closeup.png
Window x 332 to 357, y 334 to 359 um. Cells in grey, sequential cells in the stronger grey; small squares are vias.
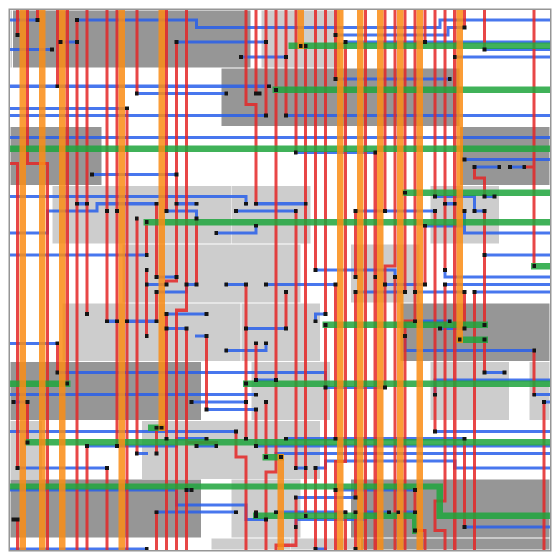
ff_map.png
Drawn at 1 px/um. Other cells in grey.
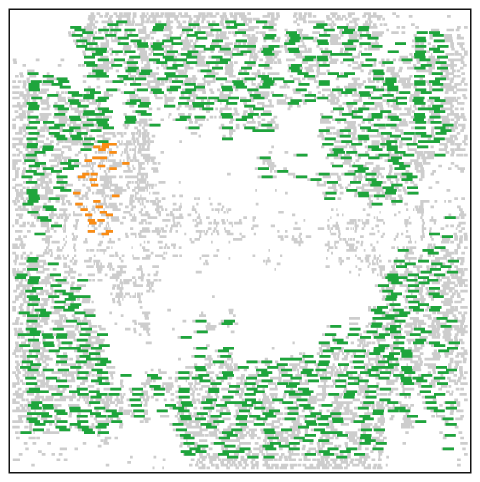
### src/rtl/register_file_mp.sv
`default_nettype none
// ============================================================================
// Module      : register_file_mp
// Description : Multi-port register file with optional write-to-read bypass
//               and a per-register pending scoreboard for decode stalls.
// Revision    : 1.0 - initial release
// ============================================================================
module register_file_mp #(
   parameter int XLEN     = 32,
   parameter int NREGS    = 32,
   parameter int NUM_RD   = 2,
   parameter int NUM_WR   = 2,
   parameter int BYPASS   = 1,
   parameter int ZERO_REG = 1,
   localparam int AW      = $clog2(NREGS)
) (
   input  logic                     clk,
   input  logic                     reset,
   input  logic [NUM_RD*AW-1:0]     rs_addr,
   output logic [NUM_RD*XLEN-1:0]   rs_data,
   output logic [NUM_RD-1:0]        rs_pending,
   input  logic [NUM_WR-1:0]        wr_en,
   input  logic [NUM_WR*AW-1:0]     wr_addr,
   input  logic [NUM_WR*XLEN-1:0]   wr_data,
   input  logic                     mark_en,
   input  logic [AW-1:0]            mark_addr,
   output logic                     any_pending,
   output logic [NREGS*XLEN-1:0]    debug_registers
);

   logic [XLEN-1:0]   r_regs [NREGS];
   logic [NREGS-1:0]  r_pending;
   logic [NUM_WR-1:0] w_wr_ok;
   logic [NUM_WR-1:0] w_wr_live;
   logic              w_mark_ok;

   generate
      for (genvar w = 0; w < NUM_WR; w++) begin : g_wr
         assign w_wr_ok[w] = wr_en[w] &&
                             !((ZERO_REG != 0) && (wr_addr[w*AW +: AW] == '0));
      end
   endgenerate

   // A write in a reset cycle never lands, so it must not be bypassed either.
   assign w_wr_live = w_wr_ok & {NUM_WR{reset}};
   assign w_mark_ok = mark_en && !((ZERO_REG != 0) && (mark_addr == '0));

   // Later assignments win: higher write ports over lower, mark over write-clear.
   always_ff @(posedge clk) begin
      if (!reset) begin
         for (int r = 0; r < NREGS; r++) begin
            r_regs[r] <= '0;
         end
         r_pending <= '0;
      end else begin
         for (int w = 0; w < NUM_WR; w++) begin
            if (w_wr_ok[w]) begin
               r_regs[wr_addr[w*AW +: AW]]    <= wr_data[w*XLEN +: XLEN];
               r_pending[wr_addr[w*AW +: AW]] <= 1'b0;
            end
         end
         if (w_mark_ok) begin
            r_pending[mark_addr] <= 1'b1;
         end
      end
   end

   generate
      for (genvar i = 0; i < NUM_RD; i++) begin : g_rd
         logic [AW-1:0]   w_ra;
         logic [XLEN-1:0] w_rd_data;
         logic            w_rd_pend;

         assign w_ra = rs_addr[i*AW +: AW];

         always_comb begin
            w_rd_data = r_regs[w_ra];
            w_rd_pend = r_pending[w_ra];
            if (BYPASS != 0) begin
               for (int w = 0; w < NUM_WR; w++) begin
                  if (w_wr_live[w] && (wr_addr[w*AW +: AW] == w_ra)) begin
                     w_rd_data = wr_data[w*XLEN +: XLEN];
                     w_rd_pend = 1'b0;
                  end
               end
            end
            if ((ZERO_REG != 0) && (w_ra == '0)) begin
               w_rd_data = '0;
               w_rd_pend = 1'b0;
            end
         end

         assign rs_data[i*XLEN +: XLEN] = w_rd_data;
         assign rs_pending[i]           = w_rd_pend;
      end

      for (genvar r = 0; r < NREGS; r++) begin : g_dbg
         assign debug_registers[r*XLEN +: XLEN] = r_regs[r];
      end
   endgenerate

   assign any_pending = |r_pending;

endmodule
`default_nettype wire

### config.mk
export PLATFORM = sky130hd
export DESIGN_NAME = register_file_mp
export DESIGN_NICKNAME = d
export VERILOG_FILES = /design/src/rtl/register_file_mp.sv
export SDC_FILE = /design/constraint.sdc
export NUM_CORES = 2
export LEC_CHECK = 0
export CORE_AREA = 2 2 458 460
export DETAILED_ROUTE_END_ITERATION = 6
export DIE_AREA = 0 0 460 462
export GPL_ROUTABILITY_DRIVEN = 1
export SETUP_SLACK_MARGIN = 0.5
export SLEW_MARGIN = 20
export SYNTH_ARGS = -nofsm -noshare
export SYNTH_HDL_FRONTEND = slang
export SYNTH_SLANG_ARGS = --single-unit
export TNS_END_PERCENT = 10
### constraint.sdc
create_clock -name clk -period 12.4 [get_ports clk]
set_clock_uncertainty 0.1 [all_clocks]
set_input_delay 1.86 -clock clk [delete_from_list [all_inputs] [get_ports clk]]
set_output_delay 1.86 -clock clk [all_outputs]
set_load 0.02 [all_outputs]
==> results.txt <==
Implementation numbers.

- The run finished with clean final reports.
- The cell count after synthesis is 4543.
- Looking at the cell usage after synthesis, the top flip-flop cell is sky130_fd_sc_hd__edfxtp_1.
- Setup slack on the critical path of the routed design comes to 3.74 ns.
- The site row count is 168.
- Hold repair after CTS inserted 0 buffers.
- The worst path needs 8.66 ns of the cycle, external delays included.
- The vertical extent of the die is 462 um.
- The count of nets after finishing is 5481.
- In the final report, the number of endpoints failing setup comes to 0.
- Listed in order, past its start point the critical path passes clkdlybuf4s50_1 -> or3_4 -> o311a_2 -> and3_4 -> nor4_1 -> nor4_1 -> clkdlybuf4s50_1.
- For the final routed database, the setup TNS stands at 0 ns.
- The switching part of the total is 0.323.
- Per the Yosys statistics, synthesis produced 4543 cells.
- The overall overflow remaining after global route is 0.
- The pin count of the biggest net entering global routing is 124.
- The clock-pin slew on the worst setup and hold paths is 0.06 ns.
- The number of maximum-capacitance violations is 0.
- The synthesis warning total is 0.
- In the post-synthesis netlist, the cell with the most instances is sky130_fd_sc_hd__edfxtp_1.
- The synthesized netlist contains 62 unique library cells.
- For reference, the top cells by count after synthesis are sky130_fd_sc_hd__edfxtp_1 (1024), sky130_fd_sc_hd__a22o_1 (992), sky130_fd_sc_hd__mux4_2 (456), sky130_fd_sc_hd__clkbuf_1 (441), sky130_fd_sc_hd__mux2i_1 (276).
- For this sky-water flow run, the detailed-routed wirelength per cell is reported as 49.5 um.
- At the pin with the least slew margin, the transition time is 1.23 ns.
- The number of global-route vias before repair is 53.1k.
- The final timing summary puts the cycle share of the worst path at 0.699.
- According to the timing report, the data required time at the worst endpoint equals 10.44 ns.
- In this run the count of I/O pins placed on the die edge is 1185.
- The clock sink total is 1056.
- Total global-route track usage over all layers is 0.370.
- Per the final report, max-transition violations number 0.
- Of the cells placed in the final design, the portion with a size suffix greater than 1 is 0.204.
- The highest fanout seen on the critical path is 52.
- The skew report gives the latency at the later pin of the worst-skew pair as 0.85 ns.
Notes on closeup.png above:
Blue is M1. Green is M3. Red is M2. Orange is M4.
Most frequent: edfxtp_1 (6), mux4_2 (4). Netlist names of flops here include `r_regs` (6). Sequential cells in the window: 6. 19 logic cells have their middle in the window.

Notes on ff_map.png above:
Orange is `r_pending`, sequential cells 32. Green is `r_regs`, sequential cells 1024, where spread over the die.

layout make-up:
class | instances | area, um^2
fill | 19300 | 126000
tap | 2720 | 3400
antenna | 12 | 30.0
timing repair buffer | 1388 | 13400
clock buffer | 169 | 3480
clock inverter | 63 | 713
sequential | 1056 | 31400
inverter | 49 | 185
multi-input combinational | 2762 | 29300
path summary, 6_finish.rpt:
| check | start | to | slack [ns] | cells past startpoint |
|---|---|---|---|---|
| max | wr_addr[4] | rs_data[42] | 3.74 | 7 |
| min | r_pending[21] | r_pending[21] | 0.39 | 2 |
| max reg2reg | r_pending[5] | r_pending[5] | 11.56 | 2 |
| min reg2reg | r_pending[21] | r_pending[21] | 0.39 | 2 |
critical path: cells and delay by family:
family | cells | cell delay [ns]
simple gates | 4 | 2.37
buf+inv | 2 | 1.65
compound gates | 1 | 0.78
routing by layer:
layer,routed length (um),GRT usage,vias up
li1,-,-,20700
met1,140000,0.446,29300
met2,181000,0.572,5675
met3,49900,0.103,1231
met4,35800,0.260,40
met5,236,0,-
per-stage QoR:
step           power (mW)  instance area (um^2)
4_1_cts              10.7                 81800
5_1_grt              10.9                 81800
3_3_place_gp         6.85                 77600
6_report             10.8                 81800
2_1_floorplan        5.49                 63100
3_5_place_dp         6.86                 77600
sequential cells by signal (all words and copies together) (netlist names):
name / flops
r_pending: 32
r_regs: 1024
kinds of logic (layout without fill, tap and decap cells):
logic type | Yosys count | in the layout | share of synthesized area
AOI/OAI and AO/OA | 1371 | 1371 | 0.177
DFF | 1056 | 1056 | 0.498
muxes | 837 | 837 | 0.226
buffers and inverters | 756 | 1669 | 0.0513
and+or+nand+nor | 502 | 502 | 0.0449
xor gates and xnor gates | 20 | 20 | 0.00278
other | 1 | 44 | 0.0000595
power groups by stage:
stage	logic [mW]	registers, mW	clock network (mW)
floorplan	0.865	4.62	0
global placement	2.35	4.50	0
detailed placement	2.35	4.51	0
CTS	2.36	4.44	3.90
global route	2.42	4.46	4.03
finish	2.39	4.46	3.90
Power and IR drop assume default switching activity.
